## src/rtl/neuron_pkg.sv

```systemverilog
// Shared types and sizing helpers for the folded neuron: FSM state encoding,
// fixed-point fraction width and accumulator width.
package neuron_pkg;

  typedef enum logic [1:0] {StIdle, StMac, StAct, StOut} state_e;

  function automatic int unsigned frac_bits(input int unsigned width);
    case (width)
      8:       return 5;
      16:      return 10;
      32:      return 20;
      default: return width / 2;
    endcase
  endfunction

  // Wide enough to hold the shifted bias plus N full-scale products without wrap.
  function automatic int unsigned acc_width(input int unsigned width, input int unsigned n);
    return 2 * width + $clog2(n + 1);
  endfunction

endpackage

```

## src/rtl/folded_neuron_if.sv

```systemverilog
// Operand/result handshake bundle of the folded neuron. The master side drives
// operands and out_ready; the slave side (the neuron) drives the rest.
interface folded_neuron_if #(
  parameter int unsigned N     = 4,
  parameter int unsigned WIDTH = 8
);
  logic                    in_valid;
  logic                    in_ready;
  logic signed [WIDTH-1:0] x_in [N+1];
  logic signed [WIDTH-1:0] w_in [N];
  logic                    out_valid;
  logic                    out_ready;
  logic signed [WIDTH-1:0] result;
  logic                    busy;

  modport master (
    output in_valid, x_in, w_in, out_ready,
    input  in_ready, out_valid, result, busy
  );

  modport slave (
    input  in_valid, x_in, w_in, out_ready,
    output in_ready, out_valid, result, busy
  );
endinterface

```

## src/rtl/neuron_act.sv

```systemverilog
// Saturation of the accumulator to WIDTH bits followed by the activation.
// NEURON_SIGMOID_EN selects a hard sigmoid; otherwise ReLU is built.
module neuron_act #(
  parameter int unsigned WIDTH = 8,
  parameter int unsigned FRAC  = 5,
  parameter int unsigned AccW  = 2 * WIDTH + 3
) (
  input  logic signed [AccW-1:0]  acc_i,
  output logic signed [WIDTH-1:0] y_o
);

  typedef logic signed [AccW-1:0]  acc_t;
  typedef logic signed [WIDTH-1:0] dat_t;

  acc_t s_full;
  dat_t s_sat;

  // In range iff every bit above the target sign bit matches it.
  always_comb begin
    s_full = acc_i >>> FRAC;
    if ((&s_full[AccW-1:WIDTH-1]) || (~|s_full[AccW-1:WIDTH-1])) begin
      s_sat = s_full[WIDTH-1:0];
    end else if (s_full[AccW-1]) begin
      s_sat = {1'b1, {(WIDTH-1){1'b0}}};
    end else begin
      s_sat = {1'b0, {(WIDTH-1){1'b1}}};
    end
  end

`ifdef NEURON_SIGMOID_EN
  typedef logic signed [WIDTH+1:0] sig_t;

  localparam sig_t One  = sig_t'(1) <<< FRAC;
  localparam sig_t Half = sig_t'(1) <<< (FRAC - 1);

  sig_t t;

  always_comb begin
    t = Half + (sig_t'(s_sat) >>> 2);
    if (t < 0) begin
      y_o = '0;
    end else if (t > One) begin
      y_o = WIDTH'(One);
    end else begin
      y_o = WIDTH'(t);
    end
  end
`else
  always_comb y_o = s_sat[WIDTH-1] ? '0 : s_sat;
`endif

endmodule

```

## src/rtl/folded_neuron.sv

```systemverilog
// Folded single neuron: bias + N weighted inputs accumulated P products per
// cycle, then saturated and activated (NEURON_SIGMOID_EN selects the activation).
module folded_neuron
  import neuron_pkg::*;
#(
  parameter int unsigned N     = 4,
  parameter int unsigned WIDTH = 8,
  parameter int unsigned P     = 1
) (
  input logic          clk,
  input logic          rst_n,
  folded_neuron_if.slave bus_io
);

  localparam int unsigned FRAC  = frac_bits(WIDTH);
  localparam int unsigned AccW  = acc_width(WIDTH, N);
  localparam int unsigned Steps = N / P;
  localparam int unsigned CntW  = (Steps > 1) ? $clog2(Steps) : 1;

  if ((N % P) != 0) begin : g_bad_lanes
    $error("folded_neuron: N must be a multiple of P");
  end

  typedef logic signed [AccW-1:0]    acc_t;
  typedef logic signed [2*WIDTH-1:0] prod_t;
  typedef logic signed [WIDTH-1:0]   dat_t;
  typedef logic [CntW-1:0]           cnt_t;

  localparam cnt_t LastCnt = cnt_t'(Steps - 1);

  state_e state_q, state_d;
  cnt_t   cnt_q, cnt_d;
  acc_t   acc_q, acc_d;
  dat_t   x_q [N];
  dat_t   x_d [N];
  dat_t   w_q [N];
  dat_t   w_d [N];
  dat_t   res_q, res_d;
  logic   ovld_q, ovld_d;

  acc_t   mac_sum;
  dat_t   act_y;

  // Products whose index falls in the current lane group; the rest contribute zero.
  always_comb begin
    mac_sum = '0;
    for (int k = 0; k < N; k++) begin
      if ((k / int'(P)) == int'(cnt_q)) begin
        mac_sum = mac_sum + acc_t'(prod_t'(w_q[k]) * prod_t'(x_q[k]));
      end
    end
  end

  neuron_act #(
    .WIDTH (WIDTH),
    .FRAC  (FRAC),
    .AccW  (AccW)
  ) u_act (
    .acc_i (acc_q),
    .y_o   (act_y)
  );

  always_comb begin
    state_d = state_q;
    cnt_d   = cnt_q;
    acc_d   = acc_q;
    x_d     = x_q;
    w_d     = w_q;
    res_d   = res_q;
    ovld_d  = ovld_q;
    unique case (state_q)
      StIdle: begin
        if (bus_io.in_valid) begin
          for (int i = 0; i < N; i++) begin
            x_d[i] = bus_io.x_in[i+1];
            w_d[i] = bus_io.w_in[i];
          end
          acc_d   = acc_t'(bus_io.x_in[0]) <<< FRAC;
          cnt_d   = '0;
          state_d = StMac;
        end
      end
      StMac: begin
        acc_d = acc_q + mac_sum;
        cnt_d = cnt_q + cnt_t'(1);
        if (cnt_q == LastCnt) begin
          state_d = StAct;
        end
      end
      StAct: begin
        res_d   = act_y;
        ovld_d  = 1'b1;
        state_d = StOut;
      end
      StOut: begin
        if (bus_io.out_ready) begin
          ovld_d  = 1'b0;
          state_d = StIdle;
        end
      end
      default: state_d = StIdle;
    endcase
  end

  always_ff @(posedge clk or negedge rst_n) begin
    if (!rst_n) begin
      state_q <= StIdle;
      cnt_q   <= '0;
      acc_q   <= '0;
      x_q     <= '{default: '0};
      w_q     <= '{default: '0};
      res_q   <= '0;
      ovld_q  <= 1'b0;
    end else begin
      state_q <= state_d;
      cnt_q   <= cnt_d;
      acc_q   <= acc_d;
      x_q     <= x_d;
      w_q     <= w_d;
      res_q   <= res_d;
      ovld_q  <= ovld_d;
    end
  end

  assign bus_io.in_ready  = (state_q == StIdle);
  assign bus_io.busy      = (state_q != StIdle);
  assign bus_io.out_valid = ovld_q;
  assign bus_io.result    = res_q;

endmodule

```

## src/flat_wrapper.sv

```systemverilog
// flat-port wrapper written by rule: the top's interface ports become plain ports
module folded_neuron_flat import neuron_pkg::*;
#(
  parameter int unsigned N     = 4,
  parameter int unsigned WIDTH = 8,
  parameter int unsigned P     = 1
)
  (clk, rst_n, bus_io_in_valid, bus_io_x_in, bus_io_w_in, bus_io_out_ready, bus_io_in_ready, bus_io_out_valid, bus_io_result, bus_io_busy);
  folded_neuron_if #(.N(N), .WIDTH(WIDTH)) bus_io_i ();
  input logic clk;
  input logic rst_n;
  input wire logic [$bits(bus_io_i.in_valid)-1:0] bus_io_in_valid;
  input wire logic [$bits(bus_io_i.x_in)-1:0] bus_io_x_in;
  input wire logic [$bits(bus_io_i.w_in)-1:0] bus_io_w_in;
  input wire logic [$bits(bus_io_i.out_ready)-1:0] bus_io_out_ready;
  output wire logic [$bits(bus_io_i.in_ready)-1:0] bus_io_in_ready;
  output wire logic [$bits(bus_io_i.out_valid)-1:0] bus_io_out_valid;
  output wire logic [$bits(bus_io_i.result)-1:0] bus_io_result;
  output wire logic [$bits(bus_io_i.busy)-1:0] bus_io_busy;
  assign bus_io_i.in_valid = bus_io_in_valid;
  assign bus_io_i.x_in = {>>{bus_io_x_in}};
  assign bus_io_i.w_in = {>>{bus_io_w_in}};
  assign bus_io_i.out_ready = bus_io_out_ready;
  assign bus_io_in_ready = bus_io_i.in_ready;
  assign bus_io_out_valid = bus_io_i.out_valid;
  assign bus_io_result = bus_io_i.result;
  assign bus_io_busy = bus_io_i.busy;
  folded_neuron #(.N(N), .WIDTH(WIDTH), .P(P)) u_core (.clk(clk), .rst_n(rst_n), .bus_io(bus_io_i));
endmodule
```

## config.mk

```make
export PLATFORM = sky130hd
export DESIGN_NAME = folded_neuron_flat
export DESIGN_NICKNAME = d
export VERILOG_FILES = /design/src/rtl/neuron_pkg.sv /design/src/rtl/folded_neuron_if.sv /design/src/rtl/neuron_act.sv /design/src/rtl/folded_neuron.sv /design/src/flat_wrapper.sv
export SDC_FILE = /design/constraint.sdc
export NUM_CORES = 1
export LEC_CHECK = 0
export ABC_AREA = 1
export CAP_MARGIN = 30
export CORE_ASPECT_RATIO = 1.2
export CORE_MARGIN = 4
export CORE_UTILIZATION = 45
export DETAILED_ROUTE_END_ITERATION = 10
export PLACE_DENSITY = 0.66
export SETUP_SLACK_MARGIN = 0.2
export SYNTH_ARGS = -nofsm -noshare
export SYNTH_HDL_FRONTEND = slang
export SYNTH_HIERARCHICAL = 1
export SYNTH_SLANG_ARGS = --single-unit
```

## constraint.sdc

```tcl
create_clock -name clk -period 21.9 [get_ports clk]
set_input_delay 4.38 -clock clk [delete_from_list [all_inputs] [get_ports clk]]
set_output_delay 4.38 -clock clk [all_outputs]
set_load 0.01 [all_outputs]
```

Fig. 1: run 1, M1 wires
The bar under the picture is 50 um long. Supply wires on this layer in gray.
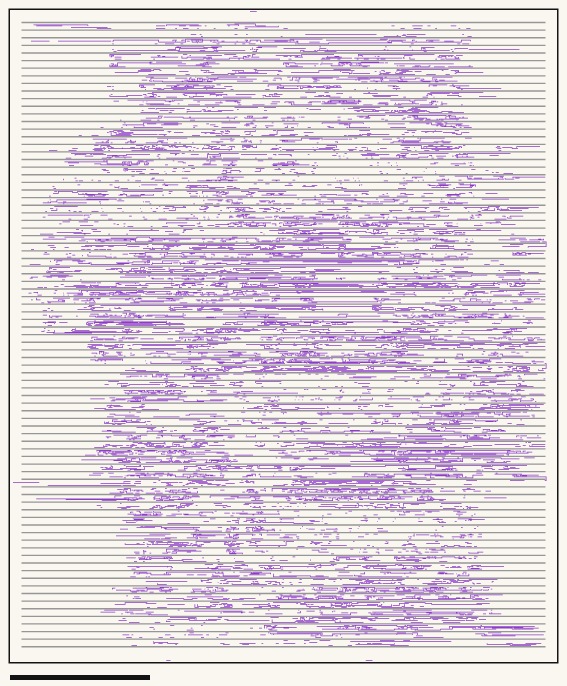
nets with wire on the layer: 2,848
main direction: horizontal
wire length on this layer: 19,100 um
longest straight run: 76.8 um
share of all routed wire: 41%

Fig. 2: run 1, signal wires on met2
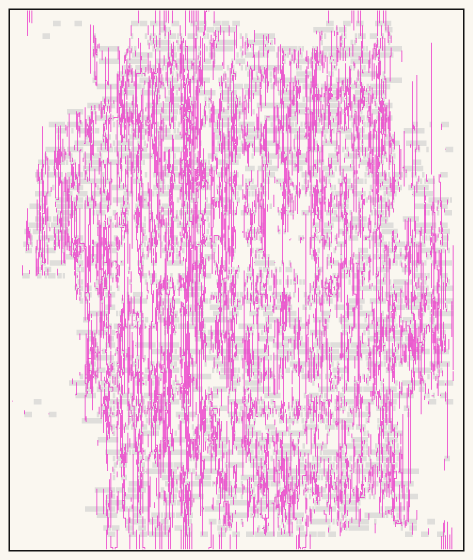
share of all routed wire: 52%
nets with wire on the layer: 2,537
Vias: 15,000
drt total wl: 45.9 mm

==> Changelog: implementation, run 1 <==
### Changed

- Status: finished clean
- Root Buffer: clkbuf_16
- 1st-iter DRT viols: 750
- Share of cells above drive strength 1: 4.19%
- CP Launch Type: register
- Overall routing resource usage: 21.3%
- Ys flops: 96
- Post-Synthesis Cells: 2,472
- Yosys Chip Area: 19,000 um2
- CTS tree: built
- Design area: 20,500 um2
- Worst slew pin tran: 0.928 ns
- WP data required: 22.21 ns
- CTS max path bufs: 2
- Largest net degree at the start of global routing: 63
- Setup TNS: 0 ns
- Worst hold slack: 0.503 ns
- Peak Freq: 58.9 MHz
- Die Ht: 233 um
- Worst slew margin: 37.5%
- RSZ-0062 raised after global routing: false
- Synth Area per Inst: 7.68 um2
- Max-area cell share: 32.1%
- Highest-count logic cell in the final layout: nand2_1
- Top cells, area: fa_1 32%, nand2_1 14%, dfrtp_1 13%, ha_1 12%, inv_1 12%
- Top cell by count, worst path: fa_1
- CTS HTree Levels: 3
- Warnings from Yosys: 6
- CP max FO: 10
- Worst path max stage delay: 0.57 ns
- Min Tclk post-route: 16.98 ns
- Clock skew: 0.0227 ns
- Wire length per cell: 15.2 um
- Area after DPL: 20,200 um2
- Area delta synth->final: 7.99%
- Total grt overflow: 0
- Final ANT Viol Nets: 0
- Diode count: 0
- Asr flop ratio synth: 100%
- Worst-Skew Late Latency: 0.41 ns
Fig. 3: run 1, the metal 3 layer
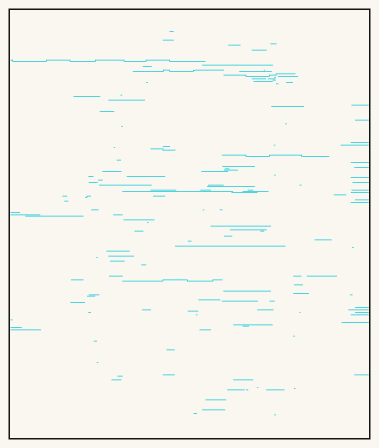
share of all routed wire: 3.3%
longest straight run: 60.0 um
nets with wire on the layer: 105
grt met3 use: 2.82%

[run 1: cell type report]
class	instances	area [um2]
Inverter	592	2220
Clock buffer	9	225
Clock inverter	7	85.1
Tap cell	546	683
Timing Repair Buffer	90	888
Fill cell	4089	21300
Sequential cell	96	2400
Multi-Input combinational cell	1690	14000
[run 1: synth_stat cells, types with 3 or more instances]
master,number
clkbuf_1,85
nand2_1,721
o21ai_0,58
inv_2,5
a21oi_1,72
or2_2,35
nor2_4,3
o21ai_1,13
nor3_1,6
a21o_1,4
ha_1,186
xor2_1,28
nand3_1,81
nor2_1,57
buf_2,6
inv_1,584
nand4_1,10
mux2_2,8
o31ai_1,4
fa_1,304
dfrtp_1,96
o21bai_1,8
clkinv_1,3
nand2_2,14
o211ai_1,10
xnor2_1,17
nand3_2,5
o21a_1,4
a31oi_1,13
[run 1: kinds of logic after synthesis]
family,count (synthesis),synth area share [%]
AOI/OAI and AO/OA,200,6.09
xor gates and xnor gates,45,2.08
adders and majority gates,490,44.3
buffers and inverters,686,13.6
DFF,96,12.7
muxes,9,0.528
other,1,0.0198
and+or+nand+nor,945,20.6
[run 1: worst max-delay path: cells and delay by family, from the launching register on]
kind	cells	cell delay, ns
adder cells (fa/ha/maj)	24	10.38
AND/OR/NAND/NOR	27	3.30
AND-OR/OR-AND	9	1.84
buffers and inverters	11	0.87
flip-flops	1	0.34
XOR/XNOR	1	0.14
[run 1: worst paths after layout]
kind	from	endpoint	slack (ns)	cells after the start
min	u_core/acc_q[3]$_DFFE_PN0P_	u_core/acc_q[3]$_DFFE_PN0P_	0.50	2
max in group asynchronous	rst_n	u_core/cnt_q[0]$_DFFE_PN0P_	16.79	2
max reg2reg	u_core/x_q[31]$_DFFE_PN0P_	u_core/acc_q[18]$_DFFE_PN0P_	4.92	72
max	u_core/x_q[31]$_DFFE_PN0P_	u_core/acc_q[18]$_DFFE_PN0P_	4.92	72
min reg2reg	u_core/acc_q[3]$_DFFE_PN0P_	u_core/acc_q[3]$_DFFE_PN0P_	0.50	2
min in group asynchronous	rst_n	u_core/w_q[20]$_DFFE_PN0P_	3.96	1
[run 1: flip-flops by register name, indices dropped and copies added, names as in the netlist]
name                     flops
u_core/w_q                  32
u_core/acc_q                19
u_core/bus_io.result         8
u_core/state_q               2
u_core/bus_io.out_valid      1
u_core/x_q                  32
u_core/cnt_q                 2
[run 1: layer usage]
layer	share of wire, %	vias to the layer above	GRT usage, %
li1	-	7321	-
met1	41	7412	26.0
met5	0	-	0
met3	3.2	58	2.82
met2	52	221	39.1
met4	3.0	0	6.81
[run 1: per-stage QoR]
stage	utilization [%]	instances
final	49.1	3030
after global routing	49.1	3030
after CTS	49.1	3030
after detailed placement	48.3	3014
after global placement	48.3	3014
after floorplan	-	2472
==> inputs of run 2 (changes only) <==
clock period = 16 ns   (was 21.9 ns; I/O delays follow)
==> Changelog: implementation, run 2 <==
### Changed

- Post-synth top cells: 721 x nand2_1, 584 x inv_1, 304 x fa_1
- WP data required: 16.28 ns (-5.93 ns)
- Drt total wl: 49.5 mm (+7.8%)
- Clock skew: 0.0164 ns (-0.00631 ns)
- XORs/XNORs by Area: 2.08% (unchanged)
- Complex Gates by Area: 6.09% (unchanged)
- Final ANT Viol Nets: 0 (unchanged)
- 1st-iter DRT viols: 839 (+12%)
- Reg area: 2400 um2 (about the same)
- Biggest regs: u_core/w_q: 32 flops, u_core/x_q: 32 flops, u_core/acc_q: 19 flops
- Share of cells above drive strength 1: 19.3% (+15 points)
- Top cells, area: fa_1 32%, nand2_1 14%, dfrtp_1 13%, ha_1 12%, inv_1 12%
- Status: finished clean
- R2R Path Start: u_core/x_q[28]$_DFFE_PN0P_
- Peak Freq: 64.6 MHz (+9.7%)
- Crit path to: u_core/acc_q[17]$_DFFE_PN0P_
- Finished Layout Cells: 3,221 (+6.3%)
- And+or+nand+nor area frac: 20.6% (unchanged)
- Asr flop ratio synth: 100% (unchanged)
- Worst r2r path cells: 69 (-4.2%)
- Min Tclk post-route: 15.48 ns (-1.50 ns)
- Placed cells: 3,178 (+5.4%)
- Vias: 16,000 (+6.3%)
- Root Buffer: clkbuf_16
- Diode count: 0 (unchanged)
- Setup crit start: u_core/x_q[28]$_DFFE_PN0P_
- Worst hold slack: 0.502 ns (-0.00187 ns)
- Yosys Chip Area: 19,000 um2 (unchanged)
- Yosys adder share: 44.3% (unchanged)
- CTS max path bufs: 2 (unchanged)
- Max-area cell share: 32.1% (unchanged)
- Design area: 23,400 um2 (+14%)
[run 2: kinds of logic after synthesis]
group,Yosys count
adder cells (fa/ha/maj),490
other,1
AND/OR/NAND/NOR,945
AND-OR/OR-AND,200
XOR/XNOR,45
flip-flops,96
multiplexers,9
buffers and inverters,686
[run 2: area by class of cell]
type,count,area share (%)
Timing Repair Buffer,281,10.1
Multi-Input combinational cell,1690,65.8
Clock buffer,9,0.963
Inverter,592,9.52
Sequential cell,96,10.3
Clock inverter,7,0.391
Tap cell,546,2.92
[run 2: worst max-delay path: cells and delay by family, from the launching register on]
kind            cells  cell delay [ns]
fa+ha+maj          24            10.11
xor+xnor            2             0.30
simple gates       19             1.87
compound gates     14             1.89
flops               1             0.36
buf+inv            10             0.85
[run 2: worst min path at each step]
stage	from	end	slack, ns	cells past startpoint
finish	u_core/acc_q[2]$_DFFE_PN0P_	u_core/acc_q[2]$_DFFE_PN0P_	0.50	2
global route	u_core/bus_io.result[7]$_DFFE_PN0P_	u_core/bus_io.result[7]$_DFFE_PN0P_	0.54	1
CTS	u_core/acc_q[2]$_DFFE_PN0P_	u_core/acc_q[2]$_DFFE_PN0P_	0.50	2
detailed placement	u_core/acc_q[2]$_DFFE_PN0P_	u_core/acc_q[2]$_DFFE_PN0P_	0.48	2
global placement	u_core/acc_q[2]$_DFFE_PN0P_	u_core/acc_q[2]$_DFFE_PN0P_	0.47	2
floorplan	u_core/acc_q[4]$_DFFE_PN0P_	u_core/acc_q[4]$_DFFE_PN0P_	0.46	2
[run 2: per-layer routing]
metal,track usage (%),part of all wire [%],vias up
met4,7.20,3.1,0
met2,40.5,53,288
met1,26.8,40,7871
li1,-,-,7718
met3,2.94,3.8,84
met5,0,0,-
[run 2: repair_timing]
action | in CTS | in global routing
hold endpoints to repair | 0 | 0
resized | 61 | 221
endpoints found under the setup margin | 5 | 9
pin swaps | 24 | 171
setup buffers | 5 | 22
Fig. 4: run 2, routing congestion
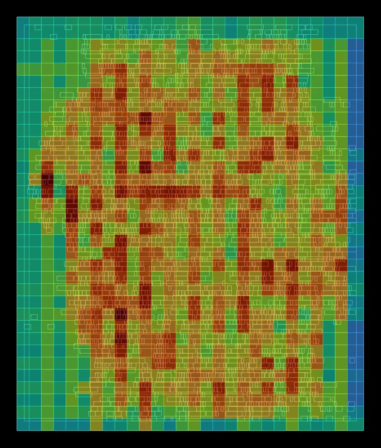
overall routing resource usage: 22.1%
wire length per cell: 15.4 um
GR Layer Usage met2: 40.5%
Post-Route Utilization: 56.0%
grt peak-use layer: met2

==> inputs of run 3 (changes only) <==
CAP_MARGIN = 20   (was 30)
==> Changelog: implementation, run 3 <==
### Changed

- Status: finished clean
- Clock skew: 0.0164 ns (unchanged)
- Share of cells above drive strength 1: 19.3% (unchanged)
- Crit path to: u_core/acc_q[17]$_DFFE_PN0P_
- Wire length per cell: 15.4 um (unchanged)
- Worst path max stage delay: 0.57 ns
- Design area: 23,400 um2 (unchanged)
- Yosys Chip Area: 19,000 um2 (unchanged)
- Placed cells: 3,178 (unchanged)
- Hold Crit Start: u_core/acc_q[2]$_DFFE_PN0P_
- Vias: 16,000 (unchanged)
- CTS max path bufs: 2 (unchanged)
- 1st-iter DRT viols: 839 (unchanged)
- Max-area cell share: 32.1% (unchanged)
- WP data required: 16.28 ns (about the same)
- Post-Route Utilization: 56.0% (unchanged)
- Diode count: 0 (unchanged)
- Peak Freq: 64.6 MHz (unchanged)
- Top cells, area: fa_1 32%, nand2_1 14%, dfrtp_1 13%, ha_1 12%, inv_1 12%
- Worst hold slack: 0.502 ns (unchanged)
- Finished Layout Cells: 3,221 (unchanged)
- Asr flop ratio synth: 100% (unchanged)
- Biggest regs: u_core/w_q: 32 flops, u_core/x_q: 32 flops, u_core/acc_q: 19 flops
- R2R Path Start: u_core/x_q[28]$_DFFE_PN0P_
- Root Buffer: clkbuf_16
- Min Tclk post-route: 15.48 ns (unchanged)
- Worst r2r path cells: 69 (unchanged)
## run 3: repair_timing
action                     in CTS  in global routing
setup endpoints to repair       5                  9
hold buffers                    0                  0
buffers inserted                5                 22
gates resized                  61                221
pin swaps                      24                171
## run 3: layout make-up
type / instances / area [um2] / share of cell area (%)
clock buffer: 9 / 225 / 0.963
clock inverter: 7 / 91.3 / 0.391
sequential: 96 / 2400 / 10.3
tap: 546 / 683 / 2.92
timing repair buffer: 281 / 2360 / 10.1
inverter: 592 / 2230 / 9.52
multi-input combinational: 1690 / 15400 / 65.8
## run 3: per-layer routing
metal / vias to the layer above / global-route usage (%) / part of all wire (%)
li1: 7718 / - / -
met1: 7871 / 26.8 / 40
met2: 288 / 40.5 / 53
met3: 84 / 2.94 / 3.8
met4: 0 / 7.20 / 3.1
met5: - / 0 / 0
## run 3: kinds of logic (layout without fill, tap and decap cells)
family                     after synthesis  after routing  share of synthesized area [%]
adders and majority gates              490            490                           44.3
xor gates and xnor gates                45             45                           2.08
muxes                                    9              9                          0.528
other                                    1              1                         0.0198
AOI/OAI and AO/OA                      200            200                           6.09
DFF                                     96             96                           12.7
and+or+nand+nor                        945            945                           20.6
buffers and inverters                  686            889                           13.6
## run 3: worst min path at each step
stage / slack (ns) / depth (start not counted) / to
after global placement: 0.47 / 2 / u_core/acc_q[2]$_DFFE_PN0P_
final: 0.50 / 2 / u_core/acc_q[2]$_DFFE_PN0P_
after floorplan: 0.46 / 2 / u_core/acc_q[4]$_DFFE_PN0P_
after global routing: 0.54 / 1 / u_core/bus_io.result[7]$_DFFE_PN0P_
after CTS: 0.50 / 2 / u_core/acc_q[2]$_DFFE_PN0P_
after detailed placement: 0.48 / 2 / u_core/acc_q[2]$_DFFE_PN0P_
## run 3: critical path, delay by kind of cell, from the launching register on
family          cells  cell delay, ns
xor+xnor            2            0.30
compound gates     14            1.89
flops               1            0.36
fa+ha+maj          24           10.11
buf+inv            10            0.85
simple gates       19            1.87
Fig. 5: run 3, metal 4
The bar under the picture is 50 um long. Supply wires on this layer in gray.
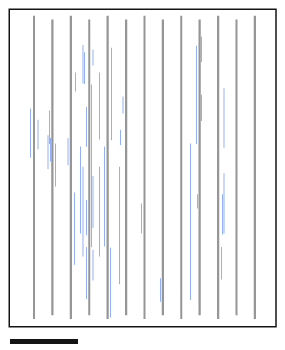
main direction: vertical
longest straight run: 120 um
wire length on this layer: 1,540 um

